`config.mk`:
```
export PLATFORM = sky130hd
export DESIGN_NAME = pov_column_reader
export DESIGN_NICKNAME = d
export VERILOG_FILES = /design/src/rtl/pov_column_reader.sv
export SDC_FILE = /design/constraint.sdc
export NUM_CORES = 1
export LEC_CHECK = 0
export CORE_UTILIZATION = 40
export DETAILED_ROUTE_END_ITERATION = 16
export PLACE_DENSITY = 0.69
export SYNTH_ARGS = -nofsm -noshare
export SYNTH_HDL_FRONTEND = slang
export SYNTH_SLANG_ARGS = --single-unit
```
`constraint.sdc`:
```
create_clock -name clk -period 1.95 [get_ports clk]
set_input_delay 0.39 -clock clk [delete_from_list [all_inputs] [get_ports clk]]
set_output_delay 0.39 -clock clk [all_outputs]
set_load 0.005 [all_outputs]
```
`src/rtl/pov_column_reader.sv`:
```
// rtl/pov_column_reader.sv - fetches one 16-bit column per col_tick from ROM and
// shifts it MSB-first into a latched LED driver, tracking the column position.
`timescale 1ns/1ps
module pov_column_reader #(
   parameter int          NUM_COLS  = 128,
   parameter logic [10:0] BASE_ADDR = 11'd0,
   parameter int          SCLK_DIV  = 4
) (
   input  logic        clk,
   input  logic        rst,
   input  logic        col_tick,
   input  logic        frame_sync,
   output logic        leer_rom,
   output logic [10:0] dir_rom,
   input  logic [15:0] dato_rom,
   output logic        led_sdo,
   output logic        led_sclk,
   output logic        led_latch,
   output logic        busy,
   output logic        frame_done,
   output logic        overrun
);
   localparam int             DW       = (SCLK_DIV < 2) ? 1 : $clog2(SCLK_DIV);
   localparam logic [DW-1:0]  CNT_LAST = DW'(SCLK_DIV - 1);
   localparam logic [10:0]    COL_LAST = 11'(NUM_COLS - 1);

   typedef enum logic [2:0] {IDLE, REQ, CAPT, SHIFT, LATCH} state_t;

   state_t         r_state, w_state;
   logic [10:0]    r_col, w_col;
   logic           r_pend, w_pend;
   logic [15:0]    r_sr, w_sr;
   logic [DW-1:0]  r_cnt, w_cnt;
   logic [3:0]     r_bit, w_bit;
   logic           r_leer, w_leer;
   logic [10:0]    r_dir, w_dir;
   logic           r_sdo, w_sdo;
   logic           r_sclk, w_sclk;
   logic           r_latch, w_latch;
   logic           r_busy, w_busy;
   logic           r_fdone, w_fdone;
   logic           r_ovr, w_ovr;
   logic           w_cnt_end;

   always_ff @(posedge clk or posedge rst) begin
      if (rst) begin
         r_state <= IDLE;
         r_col   <= '0;
         r_pend  <= 1'b0;
         r_sr    <= '0;
         r_cnt   <= '0;
         r_bit   <= '0;
         r_leer  <= 1'b0;
         r_dir   <= '0;
         r_sdo   <= 1'b0;
         r_sclk  <= 1'b0;
         r_latch <= 1'b0;
         r_busy  <= 1'b0;
         r_fdone <= 1'b0;
         r_ovr   <= 1'b0;
      end else begin
         r_state <= w_state;
         r_col   <= w_col;
         r_pend  <= w_pend;
         r_sr    <= w_sr;
         r_cnt   <= w_cnt;
         r_bit   <= w_bit;
         r_leer  <= w_leer;
         r_dir   <= w_dir;
         r_sdo   <= w_sdo;
         r_sclk  <= w_sclk;
         r_latch <= w_latch;
         r_busy  <= w_busy;
         r_fdone <= w_fdone;
         r_ovr   <= w_ovr;
      end
   end

   // Every output is computed for the next state and registered alongside it.
   always_comb begin
      w_state   = r_state;
      w_col     = r_col;
      w_pend    = r_pend;
      w_sr      = r_sr;
      w_cnt     = r_cnt;
      w_bit     = r_bit;
      w_leer    = 1'b0;
      w_dir     = r_dir;
      w_sdo     = r_sdo;
      w_sclk    = r_sclk;
      w_latch   = r_latch;
      w_busy    = r_busy;
      w_fdone   = 1'b0;
      w_ovr     = col_tick && (r_state != IDLE);
      w_cnt_end = (r_cnt == CNT_LAST);
      if (frame_sync && (r_state != IDLE)) w_pend = 1'b1;

      case (r_state)
         IDLE: begin
            if (frame_sync) w_col = '0;
            if (col_tick) begin
               w_state = REQ;
               w_busy  = 1'b1;
               w_leer  = 1'b1;
               w_dir   = BASE_ADDR + (frame_sync ? 11'd0 : r_col);
            end
         end
         REQ: w_state = CAPT;
         CAPT: begin
            w_state = SHIFT;
            w_sr    = dato_rom;
            w_sdo   = dato_rom[15];
            w_sclk  = 1'b0;
            w_cnt   = '0;
            w_bit   = '0;
         end
         SHIFT: begin
            if (!w_cnt_end) begin
               w_cnt = r_cnt + 1'b1;
            end else begin
               w_cnt = '0;
               if (!r_sclk) begin
                  w_sclk = 1'b1;
               end else if (r_bit == 4'd15) begin
                  w_state = LATCH;
                  w_sclk  = 1'b0;
                  w_latch = 1'b1;
                  w_sdo   = 1'b0;
               end else begin
                  w_sclk = 1'b0;
                  w_bit  = r_bit + 4'd1;
                  w_sr   = {r_sr[14:0], 1'b0};
                  w_sdo  = r_sr[14];
               end
            end
         end
         LATCH: begin
            if (!w_cnt_end) begin
               w_cnt = r_cnt + 1'b1;
            end else begin
               w_cnt   = '0;
               w_state = IDLE;
               w_latch = 1'b0;
               w_busy  = 1'b0;
               // A restart requested mid-transfer wins over the wrap and is silent.
               if (r_pend || frame_sync) begin
                  w_col  = '0;
                  w_pend = 1'b0;
               end else if (r_col == COL_LAST) begin
                  w_col   = '0;
                  w_fdone = 1'b1;
               end else begin
                  w_col = r_col + 11'd1;
               end
            end
         end
         default: w_state = IDLE;
      endcase
   end

   assign leer_rom   = r_leer;
   assign dir_rom    = r_dir;
   assign led_sdo    = r_sdo;
   assign led_sclk   = r_sclk;
   assign led_latch  = r_latch;
   assign busy       = r_busy;
   assign frame_done = r_fdone;
   assign overrun    = r_ovr;
endmodule
```
run_1/layers.png
The bar under the picture is 20 um long.
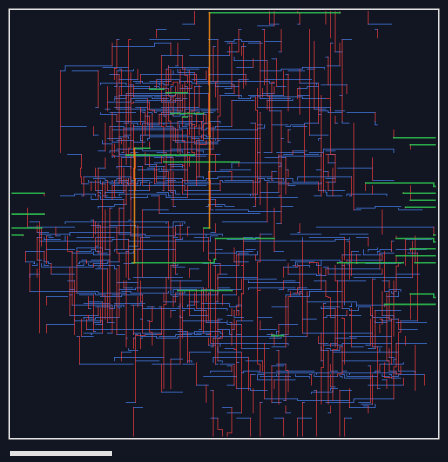
Key: orange = M4 [wire length 64.6 um]; red = M2 [wire length 2400 um]; green = M3 [wire length 230 um]; blue = M1 [wire length 2710 um]
final WL: 5410 um
via count: 2150
gr usage total: 16.8%
WL per Instance: 13.9 um

run_1/clock_nets.png
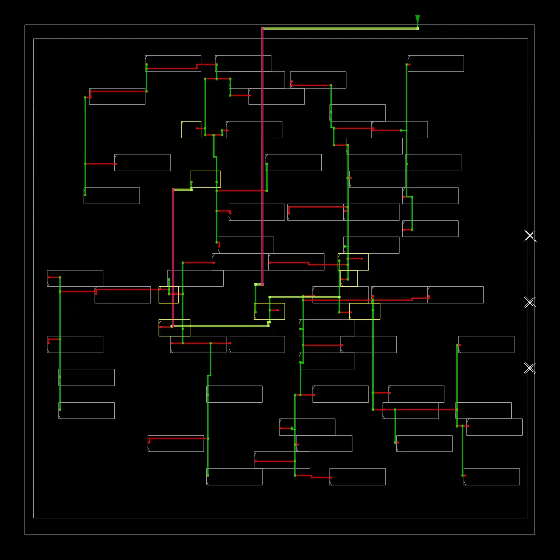
clk_buf instances: 5
clk_skew: 7.07 ps
Late-Pin Clk Latency: 310 ps
P_clk: 645 uW

==> impl_metrics.csv, run 1 <==
group,metric,value,unit
setup_path,required,2160,ps
global_routing,grt_util_met2,25.8,%
layout,fillers,582,
global_routing,grt_busiest_layer,"met2",
yosys,ff_type,"dfrtp_1",
yosys,yosys.area.top_type_share,50.4,%
layout,layout-drive-gt1-share,12.5,%
detailed_routing,drc,6,
timing,rsz0062_at_grt,"false",
yosys,xor_share,0,%
layout,final_common_cell,"dfrtp_1",
status,violations,"DRC",
yosys,syn_inst,268,
yosys,ys.flops,54,
yosys,syn_nets,291,
detailed_routing,avgViaCountPerCell,5.53,
detailed_routing,wl_met1,2710,um
yosys,synthMostInstantiatedCell,"dfrtp_1",
clock_network,clk_pin_slew,100,ps
placed_design,dpl-instance-area,0.00320,mm^2
detailed_routing,route.met3.wl,230,um
layout,fin_nets,334,
yosys,synth_area,0.00268,mm^2
timing,tns,0,ps
job,cap_violations,0,
status,outcome,"finished with violations",
yosys,yosysWarnings,0,
layout,postLayoutCellArea,0.00330,mm^2
yosys,fa_ha_area_share,1.40,%
setup_path,cp-start-kind,"register",
setup_path,endpoint,"r_bit[0]",
timing,slew_headroom,74.1,%
clock_network,htreeDepth,2,
yosys,synth_seq_share,50.4,%
layout,regMostFlops,"r_sr",
timing,max_freq,0.574,GHz
run_1/sizing.png
The bar under the picture is 20 um long.
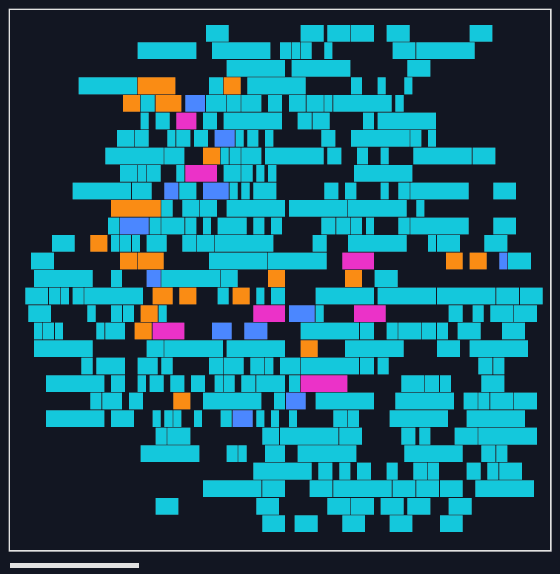
Key: cyan = x1 and smaller [cells 273]; blue = x2 [cells 12]; magenta = x6 and larger [cells 7]; orange = x3 and x4 [cells 20]
setup ws final: 206 ps
area grow syn2layout: 23.1%

run_1/port_trees.png
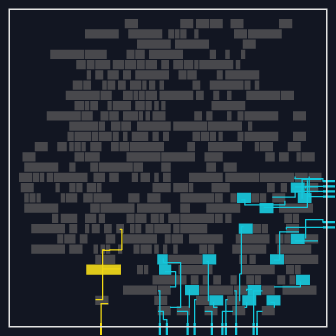
Key: yellow = `led_sclk` [bits 1, direction output, edge bottom, end cells 1, buffers 1, wire 38.7 um]; cyan = `dato_rom` [bits 16, direction input, edge 10 bottom, 6 right, end cells 16, buffers 16, wire 282 um]
Ports: 38
Port Buffers: 37

[run 1: power by group through the flow]
| stage | registers, mW | clock network, mW | logic [mW] |
|---|---|---|---|
| after floorplan | 1.43 | 0 | 0.446 |
| after global placement | 1.46 | 0 | 0.615 |
| after detailed placement | 1.47 | 0 | 0.630 |
| after CTS | 1.45 | 0.673 | 0.633 |
| after global routing | 1.48 | 0.707 | 0.723 |
| final | 1.44 | 0.645 | 0.626 |
[run 1: critical path, cell delays in order (launching register included)]
cell     delay [ps]
dfrtp_1         420
ha_1            240
and3_1          240
o21ai_2         290
nand2_1         160
mux2_2          290
[run 1: area by class of cell]
cell class              instances  share of cell area, %
inverters                       5                  0.569
well taps                      77                   2.92
multi-input cells             193                   37.7
repair buffers                 52                   15.0
flip-flops and latches         54                   41.0
clock inverters                 3                  0.759
clock buffers                   5                   2.09
run_1/ff_map.png
The bar under the picture is 20 um long. Other sequential cells in the stronger grey, the rest of the logic in the fainter grey.
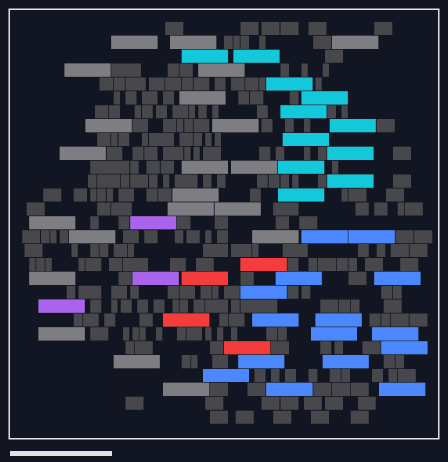

==> inputs of run 2 (changes only) <==
==> constraint.sdc (replaced) <==
create_clock -name clk -period 2.2 [get_ports clk]
set_input_delay 0.44 -clock clk [delete_from_list [all_inputs] [get_ports clk]]
set_output_delay 0.44 -clock clk [all_outputs]
set_load 0.005 [all_outputs]
run_2/ff_map.png
The bar under the picture is 20 um long. Other sequential cells in the stronger grey, the rest of the logic in the fainter grey.
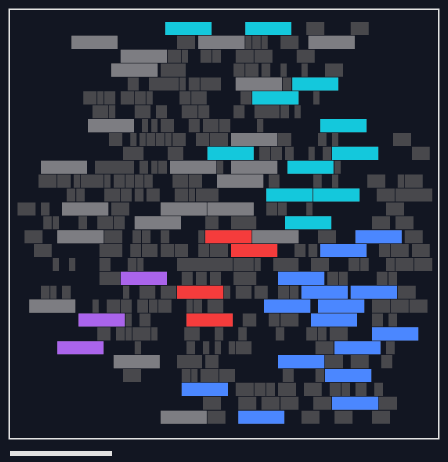
Key: blue = `r_sr` [sequential cells 15]; red = `r_bit` [sequential cells 4, where middle]; purple = `r_state` [sequential cells 3]; cyan = `dir_rom` [sequential cells 11]
Another 21 sequential cells are not coloured.

run_2/sizing.png
The bar under the picture is 20 um long.
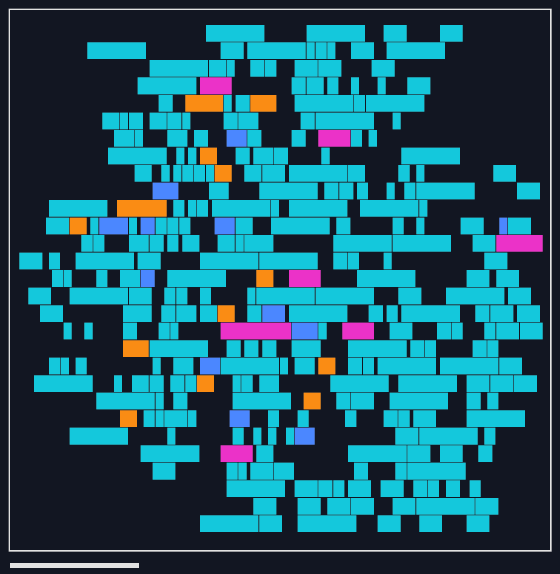
setup ws final: 399 ps
final instance area: 0.00327 mm^2

run_2/port_trees.png
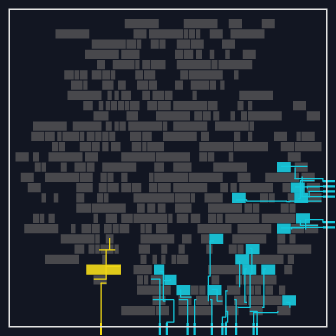
Key: yellow = `led_sclk` [bits 1, direction output, edge bottom, end cells 1, buffers 1, wire 34.4 um]; cyan = `dato_rom` [bits 16, direction input, edge 10 bottom, 6 right, end cells 16, buffers 16, wire 285 um]

==> run 2 against run 1 <==
Compared with the run above: the flow still finishes with violations (DRC); synthesized cell count unchanged; synthesized area stayed put; sequential share of layout area grew 0.36 points; worst setup slack better by 190 ps; largest power group unchanged; first-iteration DRC count grew 42%; global-route usage up 0.44 points; clock skew is 3.8 ps lower.
==> impl_metrics.csv, run 2 <==
group,metric,value,unit
status,outcome,"finished with violations",
status,violations,"DRC",
timing,fin_skew,3.30,ps
global_routing,grt_busiest_layer,"met2",
detailed_routing,wl_met1,2800,um
setup_path,cpPeakStageDelay,420,ps
detailed_routing,num_vias,2140,
layout,fin_nets,328,
layout,syn_to_final_growth,22.0,%
yosys,synth_seq_share,50.4,%
layout,final_common_cell,"dfrtp_1",
timing,slew_headroom,61.6,%
layout,inv_count,5,
setup_path,required,2430,ps
job,cap_violations,0,
detailed_routing,drc,6,
layout,comb_cells,193,
yosys,synth_area,0.00268,mm^2
detailed_routing,wl_per_cell,14.5,um
clock_network,clk_pin_slew,100,ps
detailed_routing,route.met3.wl,209,um
die,io-pin-count,38,
setup_path,cp-start-kind,"register",
layout,fillers,608,
## run 2: report_power, final
part,switching [mW],internal (mW),total (mW)
logic,0.255,0.293,0.548
clock network,0.331,0.340,0.671
registers,0.114,1.16,1.28
total,0.701,1.80,2.50
## run 2: worst max-delay path by stage
stage | endpoint | cells after the start | start
after CTS | r_sr[5] | 6 | r_bit[0]
after global placement | r_col[8] | 5 | frame_sync
after global routing | r_sr[2] | 6 | r_bit[0]
after floorplan | busy | 1 | rst
final | r_sr[5] | 6 | r_bit[0]
after detailed placement | r_col[8] | 5 | frame_sync
## run 2: worst max-delay path, delay by kind of cell, from the launching register on
family | cells | cell delay [ps]
flip-flops | 1 | 420
adder cells (fa/ha/maj) | 1 | 240
buffers and inverters | 1 | 320
AND/OR/NAND/NOR | 1 | 250
AND-OR/OR-AND | 3 | 500
No activity file was given, so power comes from the tool's default toggle rates.
